### Clock routing, run 1

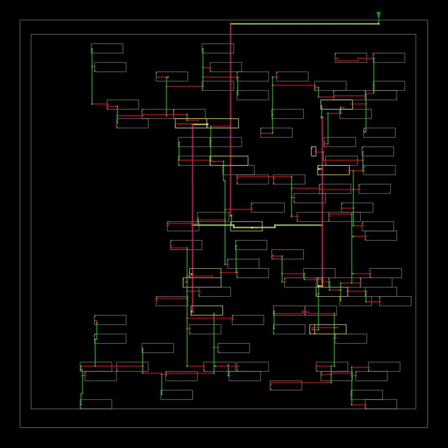
### Logic cells by family, run 1

Drawn at 2 px/micron.
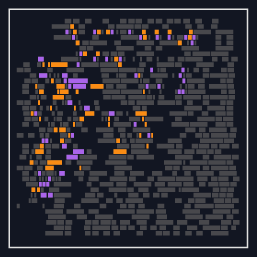
### Routed metal, one color a layer, run 1

Drawn at 4 px/micron.
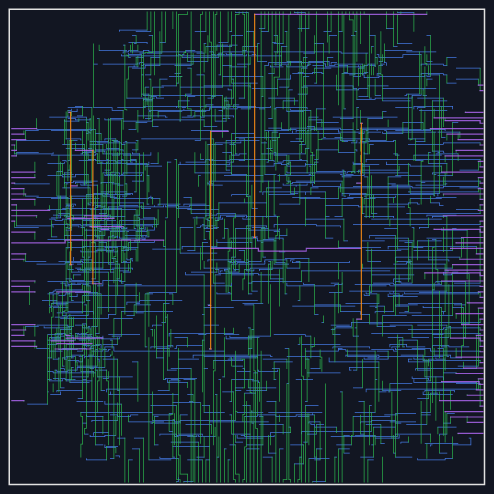
**src/rtl/lsu_ctrl_if.sv**
```systemverilog
// Request/response and data_mem bus bundle for lsu_ctrl.
// The master side is the execute stage plus data_mem; the slave side is lsu_ctrl itself.
interface lsu_ctrl_if #(
  parameter int ADDRESS_WIDTH = 9,
  parameter int DATA_WIDTH    = 32
);
  logic                     req_valid;
  logic                     req_ready;
  logic                     req_we;
  logic [2:0]               req_funct3;
  logic [DATA_WIDTH-1:0]    req_addr;
  logic [DATA_WIDTH-1:0]    req_wdata;
  logic                     resp_valid;
  logic [DATA_WIDTH-1:0]    resp_rdata;
  logic                     resp_fault;
  logic [ADDRESS_WIDTH-1:0] mem_A;
  logic [DATA_WIDTH-1:0]    mem_WD;
  logic                     mem_WE0;
  logic                     mem_WE1;
  logic                     mem_WE2;
  logic                     mem_WE3;
  logic [DATA_WIDTH-1:0]    mem_RD;

  modport master (
    output req_valid, req_we, req_funct3, req_addr, req_wdata, mem_RD,
    input  req_ready, resp_valid, resp_rdata, resp_fault,
    input  mem_A, mem_WD, mem_WE0, mem_WE1, mem_WE2, mem_WE3
  );

  modport slave (
    input  req_valid, req_we, req_funct3, req_addr, req_wdata, mem_RD,
    output req_ready, resp_valid, resp_rdata, resp_fault,
    output mem_A, mem_WD, mem_WE0, mem_WE1, mem_WE2, mem_WE3
  );
endinterface

```
**src/rtl/lsu_ctrl.sv**
```systemverilog
// Load/store controller in front of data_mem: legality check, byte-lane stores, load extension.
// Define LSU_MISALIGN_FAULT_EN to reject misaligned halfword/word accesses.
module lsu_ctrl #(
  parameter int ADDRESS_WIDTH = 9,
  parameter int DATA_WIDTH    = 32
) (
  input  logic       CLK,
  input  logic       RST_N,
  lsu_ctrl_if.slave  bus
);

  typedef enum logic [1:0] {IDLE, ACCESS, RESP} state_t;

  localparam logic [DATA_WIDTH:0] MEM_BYTES =
    {{(DATA_WIDTH-ADDRESS_WIDTH){1'b0}}, 1'b1, {ADDRESS_WIDTH{1'b0}}};

  state_t                   state;
  logic                     ready;
  logic                     rsp_valid;
  logic                     rsp_fault;
  logic [DATA_WIDTH-1:0]    rsp_data;
  logic [ADDRESS_WIDTH-1:0] addr_p0;
  logic [DATA_WIDTH-1:0]    wd_p0;
  logic [3:0]               lanes_p0;
  logic                     we_p0;
  logic [2:0]               funct3_p0;

  logic                     illegal;
  logic                     out_of_range;
  logic                     misalign;
  logic                     fault;
  logic [2:0]               size;
  logic [DATA_WIDTH:0]      end_addr;

  function automatic logic [DATA_WIDTH-1:0] load_extend(input logic [2:0] f3,
                                                        input logic [DATA_WIDTH-1:0] rd);
    case (f3)
      3'b000:  return {{24{rd[7]}}, rd[7:0]};
      3'b001:  return {{16{rd[15]}}, rd[15:0]};
      3'b100:  return {24'd0, rd[7:0]};
      3'b101:  return {16'd0, rd[15:0]};
      default: return rd;
    endcase
  endfunction

  // data_mem places WD[31:24] at A, so the LSB-aligned store data is byte-reversed.
  function automatic logic [DATA_WIDTH-1:0] byte_swap(input logic [DATA_WIDTH-1:0] d);
    return {d[7:0], d[15:8], d[23:16], d[31:24]};
  endfunction

  function automatic logic [3:0] store_lanes(input logic [2:0] f3);
    case (f3)
      3'b000:  return 4'b0001;
      3'b001:  return 4'b0011;
      default: return 4'b1111;
    endcase
  endfunction

  always_comb begin
    illegal = 1'b0;
    size    = 3'd1;
    case (bus.req_funct3)
      3'b000:  size = 3'd1;
      3'b001:  size = 3'd2;
      3'b010:  size = 3'd4;
      3'b100:  begin size = 3'd1; illegal = bus.req_we; end
      3'b101:  begin size = 3'd2; illegal = bus.req_we; end
      default: illegal = 1'b1;
    endcase
    // Widened sum so any upper address bit or carry lands above the memory size.
    end_addr     = {1'b0, bus.req_addr} + {{(DATA_WIDTH-2){1'b0}}, size};
    out_of_range = end_addr > MEM_BYTES;
`ifdef LSU_MISALIGN_FAULT_EN
    misalign = ((size == 3'd2) && bus.req_addr[0]) ||
               ((size == 3'd4) && (bus.req_addr[1:0] != 2'b00));
`else
    misalign = 1'b0;
`endif
    fault = illegal || out_of_range || misalign;
  end

  always_ff @(posedge CLK or negedge RST_N) begin
    if (!RST_N) begin
      state     <= IDLE;
      ready     <= 1'b1;
      rsp_valid <= 1'b0;
      rsp_fault <= 1'b0;
      rsp_data  <= '0;
      addr_p0   <= '0;
      wd_p0     <= '0;
      lanes_p0  <= 4'b0000;
      we_p0     <= 1'b0;
      funct3_p0 <= 3'b000;
    end else begin
      case (state)
        // Accept boundary: capture request, faulting requests skip the memory.
        IDLE: begin
          if (bus.req_valid) begin
            we_p0     <= bus.req_we;
            funct3_p0 <= bus.req_funct3;
            rsp_fault <= fault;
            rsp_data  <= '0;
            ready     <= 1'b0;
            if (fault) begin
              rsp_valid <= 1'b1;
              state     <= RESP;
            end else begin
              addr_p0  <= bus.req_addr[ADDRESS_WIDTH-1:0];
              wd_p0    <= byte_swap(bus.req_wdata);
              lanes_p0 <= bus.req_we ? store_lanes(bus.req_funct3) : 4'b0000;
              state    <= ACCESS;
            end
          end
        end
        // Access boundary: store commits on this edge, load data is captured.
        ACCESS: begin
          lanes_p0  <= 4'b0000;
          rsp_valid <= 1'b1;
          if (!we_p0) rsp_data <= load_extend(funct3_p0, bus.mem_RD);
          state <= RESP;
        end
        RESP: begin
          rsp_valid <= 1'b0;
          ready     <= 1'b1;
          state     <= IDLE;
        end
        default: begin
          rsp_valid <= 1'b0;
          lanes_p0  <= 4'b0000;
          ready     <= 1'b1;
          state     <= IDLE;
        end
      endcase
    end
  end

  assign bus.req_ready  = ready;
  assign bus.resp_valid = rsp_valid;
  assign bus.resp_fault = rsp_fault;
  assign bus.resp_rdata = rsp_data;
  assign bus.mem_A      = addr_p0;
  assign bus.mem_WD     = wd_p0;
  assign bus.mem_WE0    = lanes_p0[0];
  assign bus.mem_WE1    = lanes_p0[1];
  assign bus.mem_WE2    = lanes_p0[2];
  assign bus.mem_WE3    = lanes_p0[3];

endmodule

```
**src/flat_wrapper.sv**
```systemverilog
// flat-port wrapper written by rule: the top's interface ports become plain ports
module lsu_ctrl_flat 
#(
  parameter int ADDRESS_WIDTH = 9,
  parameter int DATA_WIDTH    = 32
)
  (CLK, RST_N, bus_req_valid, bus_req_we, bus_req_funct3, bus_req_addr, bus_req_wdata, bus_mem_RD, bus_req_ready, bus_resp_valid, bus_resp_rdata, bus_resp_fault, bus_mem_A, bus_mem_WD, bus_mem_WE0, bus_mem_WE1, bus_mem_WE2, bus_mem_WE3);
  lsu_ctrl_if #(.ADDRESS_WIDTH(ADDRESS_WIDTH), .DATA_WIDTH(DATA_WIDTH)) bus_i ();
  input  logic CLK;
  input  logic RST_N;
  input wire logic [$bits(bus_i.req_valid)-1:0] bus_req_valid;
  input wire logic [$bits(bus_i.req_we)-1:0] bus_req_we;
  input wire logic [$bits(bus_i.req_funct3)-1:0] bus_req_funct3;
  input wire logic [$bits(bus_i.req_addr)-1:0] bus_req_addr;
  input wire logic [$bits(bus_i.req_wdata)-1:0] bus_req_wdata;
  input wire logic [$bits(bus_i.mem_RD)-1:0] bus_mem_RD;
  output wire logic [$bits(bus_i.req_ready)-1:0] bus_req_ready;
  output wire logic [$bits(bus_i.resp_valid)-1:0] bus_resp_valid;
  output wire logic [$bits(bus_i.resp_rdata)-1:0] bus_resp_rdata;
  output wire logic [$bits(bus_i.resp_fault)-1:0] bus_resp_fault;
  output wire logic [$bits(bus_i.mem_A)-1:0] bus_mem_A;
  output wire logic [$bits(bus_i.mem_WD)-1:0] bus_mem_WD;
  output wire logic [$bits(bus_i.mem_WE0)-1:0] bus_mem_WE0;
  output wire logic [$bits(bus_i.mem_WE1)-1:0] bus_mem_WE1;
  output wire logic [$bits(bus_i.mem_WE2)-1:0] bus_mem_WE2;
  output wire logic [$bits(bus_i.mem_WE3)-1:0] bus_mem_WE3;
  assign bus_i.req_valid = bus_req_valid;
  assign bus_i.req_we = bus_req_we;
  assign bus_i.req_funct3 = bus_req_funct3;
  assign bus_i.req_addr = bus_req_addr;
  assign bus_i.req_wdata = bus_req_wdata;
  assign bus_i.mem_RD = bus_mem_RD;
  assign bus_req_ready = bus_i.req_ready;
  assign bus_resp_valid = bus_i.resp_valid;
  assign bus_resp_rdata = bus_i.resp_rdata;
  assign bus_resp_fault = bus_i.resp_fault;
  assign bus_mem_A = bus_i.mem_A;
  assign bus_mem_WD = bus_i.mem_WD;
  assign bus_mem_WE0 = bus_i.mem_WE0;
  assign bus_mem_WE1 = bus_i.mem_WE1;
  assign bus_mem_WE2 = bus_i.mem_WE2;
  assign bus_mem_WE3 = bus_i.mem_WE3;
  lsu_ctrl #(.ADDRESS_WIDTH(ADDRESS_WIDTH), .DATA_WIDTH(DATA_WIDTH)) u_core (.CLK(CLK), .RST_N(RST_N), .bus(bus_i));
endmodule
```
**config.mk**
```make
export PLATFORM = sky130hd
export DESIGN_NAME = lsu_ctrl_flat
export DESIGN_NICKNAME = d
export VERILOG_FILES = /design/src/rtl/lsu_ctrl_if.sv /design/src/rtl/lsu_ctrl.sv /design/src/flat_wrapper.sv
export SDC_FILE = /design/constraint.sdc
export NUM_CORES = 1
export LEC_CHECK = 0
export CORE_MARGIN = 3
export CORE_UTILIZATION = 35
export CTS_CLUSTER_SIZE = 25
export DETAILED_ROUTE_END_ITERATION = 8
export GPL_TIMING_DRIVEN = 0
export PLACE_DENSITY_LB_ADDON = 0.12
export SLEW_MARGIN = 20
export SYNTH_ARGS = -nofsm -noshare
export SYNTH_HDL_FRONTEND = slang
export SYNTH_SLANG_ARGS = --single-unit
```
**constraint.sdc**
```tcl
create_clock -name CLK -period 2.12 [get_ports CLK]
set_clock_uncertainty 0.1 [all_clocks]
set_input_delay 0.318 -clock CLK [delete_from_list [all_inputs] [get_ports CLK]]
set_output_delay 0.318 -clock CLK [all_outputs]
set_load 0.005 [all_outputs]
```
==> impl_results.rst, run 1 <==
Implementation results
======================

.. list-table::
   :header-rows: 1

   * - Metric
     - Value
   * - Comb area
     - between 2000 and 2500 sq um
   * - Initial core utilization
     - 36.4%
   * - Sequential cell area
     - 2130 sq um
   * - Post-place setup slack
     - -2250 ps
   * - Proportion of synthesized chip area in sequential cells
     - 48.1%
   * - DRT met1 WL
     - approximately 5.6 mm
   * - Maximum buffer depth of the clock tree
     - 2
   * - Part of the total power dissipated in sequential elements
     - approximately 44%
   * - Critical path required time
     - between 2000 and 2500 ps
   * - Critical Path Source
     - bus_req_funct3[0]
   * - Tap Cells
     - 168
   * - Buffers added on ports
     - approximately 180
   * - Met2 GRT Util
     - about 30%
   * - Setup crit start kind
     - input pin
   * - Share of power burned in the clock network
     - 42.4%
   * - Met3 routing resource usage after global routing
     - a little over 3%
   * - Synthesized-area fraction occupied by xor and xnor cells
     - about 1.4%
   * - Yosys synthesis warning count
     - 0
   * - Multiplexer fraction of the synthesized cell area
     - 16.9%
   * - Violated checks
     - setup timing
   * - Post-route setup slack
     - -1160 ps
   * - Buffering overhead
     - between 30% and 40%
   * - Most heavily used metal layer in global routing
     - met2
   * - Die Outline Area
     - about 14000 sq um
   * - Antenna violations before repair
     - 0
   * - Number of max-cap violations
     - 0
   * - Run status
     - complete, but fails checks
   * - Post-synthesis cell type count
     - between 50 and 60
   * - Routed wl met2
     - slightly above 6 mm
   * - Combinational gate power
     - between 500 and 600 uW
   * - Die outline height
     - ~120 microns
   * - Sequential logic power
     - 1.66 mW
   * - Drt first-iter violations
     - about 260
   * - Hold violation total from the final report
     - 0
   * - Non-Clock Buffer Count
     - ~220
   * - Setup-violating endpoint count in the final report
     - approximately 48
   * - Wire length of the first global-routing pass
     - between 20 and 25 mm
   * - Sequential cell count
     - 85
   * - Total power draw
     - approximately 3.8 mW
   * - Buffer-and-inverter tally for the worst setup path
     - 4
   * - Complex Gates by Area
     - about an eighth
   * - EDFF count, synth
     - 0
   * - Cell class contributing the biggest share of worst-path delay
     - AND-OR/OR-AND gates
   * - Number of ports placed on the die boundary
     - between 150 and 200
   * - Path class of the lowest-slack min-delay path
     - input pin to flip-flop
   * - Power spent charging and discharging nets
     - between 800 and 900 uW
About 'Clock routing':
source-to-sink clock delay at the later pin of the worst-skew pair: 330 ps
clock tree buffer count of the final layout: 12

About 'Logic cells by family':
- inverting AOI/OAI gates: purple (cells 52; most used o21ai_0)
- NOR gates: orange (cells 60; most used nor2_1)
combinational fraction of the cell area: 32.4%
Commonest Layout Cell: clkdlybuf4s50_1
post-route insts no fill: 769

About 'Routed metal, one color a layer':
- met2: green (wire length 6100 microns)
- met1: blue (wire length 5570 microns)
- met3: purple (wire length 622 microns)
- met4: orange (wire length 231 microns)

run 1: cells in the mapped netlist (6+ instances only):
master / n / area share (%)
nand3_1: 11 / 1.2
nand4_1: 8 / 1.1
nor4_1: 8 / 1.1
nor2b_1: 19 / 2.7
a21oi_1: 10 / 1.1
nand2_1: 42 / 3.6
clkbuf_1: 10 / 0.85
mux2_4: 40 / 14
inv_1: 7 / 0.59
o21ai_0: 30 / 3.4
nor2_1: 20 / 1.7
dfrtp_1: 84 / 48
a22o_1: 17 / 3.4
mux2i_1: 8 / 1.8
mux2_2: 6 / 1.5
run 1: worst reg2reg max path, cell delays in order (launching register included):
cell,delay [ps]
dfrtp_1,480
nor3b_4,480
nand3_4,190
buf_12,190
buf_12,130
mux2_4,290
==> run 2: changes to the inputs <==
Settings changed: CTS_CLUSTER_DIAMETER set to 150.
### Floorplan with the power grid, run 2

Drawn at 3 px/micron. Pins as bars on the die edge.
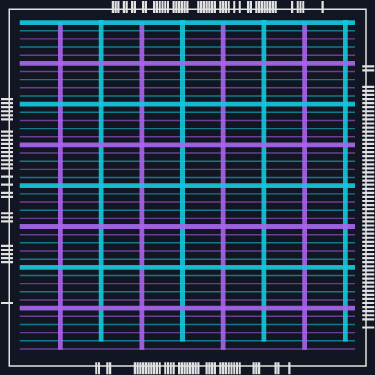
- VDD: cyan
- VSS: purple
- signal pins: 183
- met4 straps: 8
Core Area: 12200 sq um
floorplan die width: 118 microns
IR Drop Worst-Case VDD: 0.329 mV
die outline height: 118 microns

### Clock routing, run 2

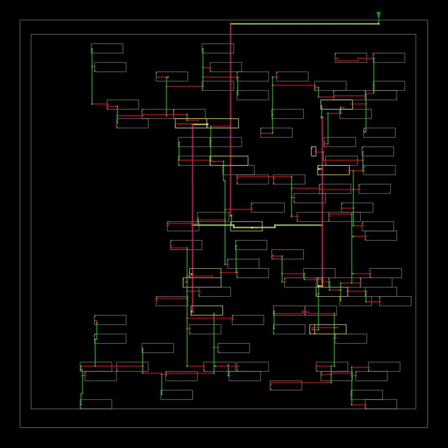
Clock net power: 1.61 mW
total number of clock tree sinks: 85
Inserted Clock Buffers: 9
sequential cell count: 85

==> impl_results.rst, run 2 <==
Implementation results
======================

.. list-table::
   :header-rows: 1

   * - Metric
     - Value
   * - Antenna violations before repair
     - 0
   * - Largest area contributor in the synthesized netlist
     - dfrtp_1
   * - EDFF count, synth
     - 0
   * - Met2 GRT Util
     - roughly 30%
   * - Commonest Layout Cell
     - clkdlybuf4s50_1
   * - Fraction of synthesized cell area taken by the top area cell type
     - a little under half
   * - Drt first-iter violations
     - ~260
   * - Violated checks
     - setup timing
   * - Cells taking the most area after synthesis
     - dfrtp_1 (48%), mux2_4 (14%), nand2_1 (3.6%), o21ai_0 (3.4%), a22o_1 (3.4%)
   * - Sequential logic power
     - 1.66 mW
   * - Initial core utilization
     - 36.4%
   * - Combinational gate power
     - around 530 uW
   * - Most heavily used metal layer in global routing
     - met2
   * - Hold violation total from the final report
     - 0
   * - Yosys top cell by instances
     - dfrtp_1
   * - Setup-violating endpoint count in the final report
     - between 40 and 50
   * - Post-synthesis cell type count
     - between 50 and 60
   * - Critical Path Source
     - bus_req_funct3[0]
   * - Maximum buffer depth of the clock tree
     - 2
   * - Buffer-and-inverter tally for the worst setup path
     - 4
   * - Wire length of the first global-routing pass
     - a little over 20 mm
   * - Proportion of synthesized chip area in sequential cells
     - 48.1%
   * - Power spent charging and discharging nets
     - 845 uW
   * - Path class of the lowest-slack min-delay path
     - input pin to flip-flop
   * - Total power draw
     - ~3.8 mW
   * - Yosys synthesis warning count
     - 0
   * - Leading post-synthesis cells by instance count
     - dfrtp_1 (84), nand2_1 (42), mux2_4 (40)
   * - Run status
     - complete, but fails checks
   * - Complex Gates by Area
     - around an eighth
   * - Number of ports placed on the die boundary
     - about 180
   * - Critical path required time
     - between 2000 and 2500 ps
   * - Synthesized-area fraction occupied by xor and xnor cells
     - 1.39%
   * - Share of power burned in the clock network
     - between 40% and 50%
   * - Post-route setup slack
     - -1160 ps
### Clock network drawn from the DEF, run 2

Drawn at 2 px/micron.
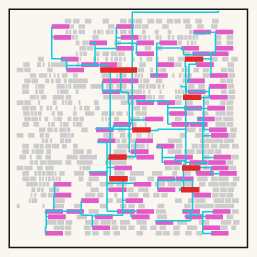
- flip-flops: magenta (count 85)
- clock wires: cyan (length 1100 microns)
- cells driving clock nets: red (count 9)
- routed clock nets: 10
- flops lie: all over the die

## run 2: area by class of cell
type	count	area [sq um]	area share (%)
Multi-Input combinational cell	279	2320	32.4
Clock buffer	12	236	3.30
Buffer	18	139	1.94
Clock inverter	2	60.1	0.837
Sequential cell	85	2130	29.7
Tap cell	168	210	2.93
Timing Repair Buffer	198	2050	28.6
Inverter	7	26.3	0.366
## run 2: final timing paths
path / depth (start not counted) / to / slack, ps
worst min register to register: 2 / u_core.bus.resp_rdata[22] / 380
worst max-delay path: 16 / u_core.bus.mem_WD[18] / -1160
max in group asynchronous: 3 / u_core.bus.req_ready / 910
min in group asynchronous: 2 / u_core.bus.mem_WD[12] / 360
worst max register to register: 5 / u_core.bus.mem_WD[18] / 140
worst min-delay path: 2 / u_core.funct3_p0[0] / 140
No activity file was given, so power comes from the tool's default toggle rates.
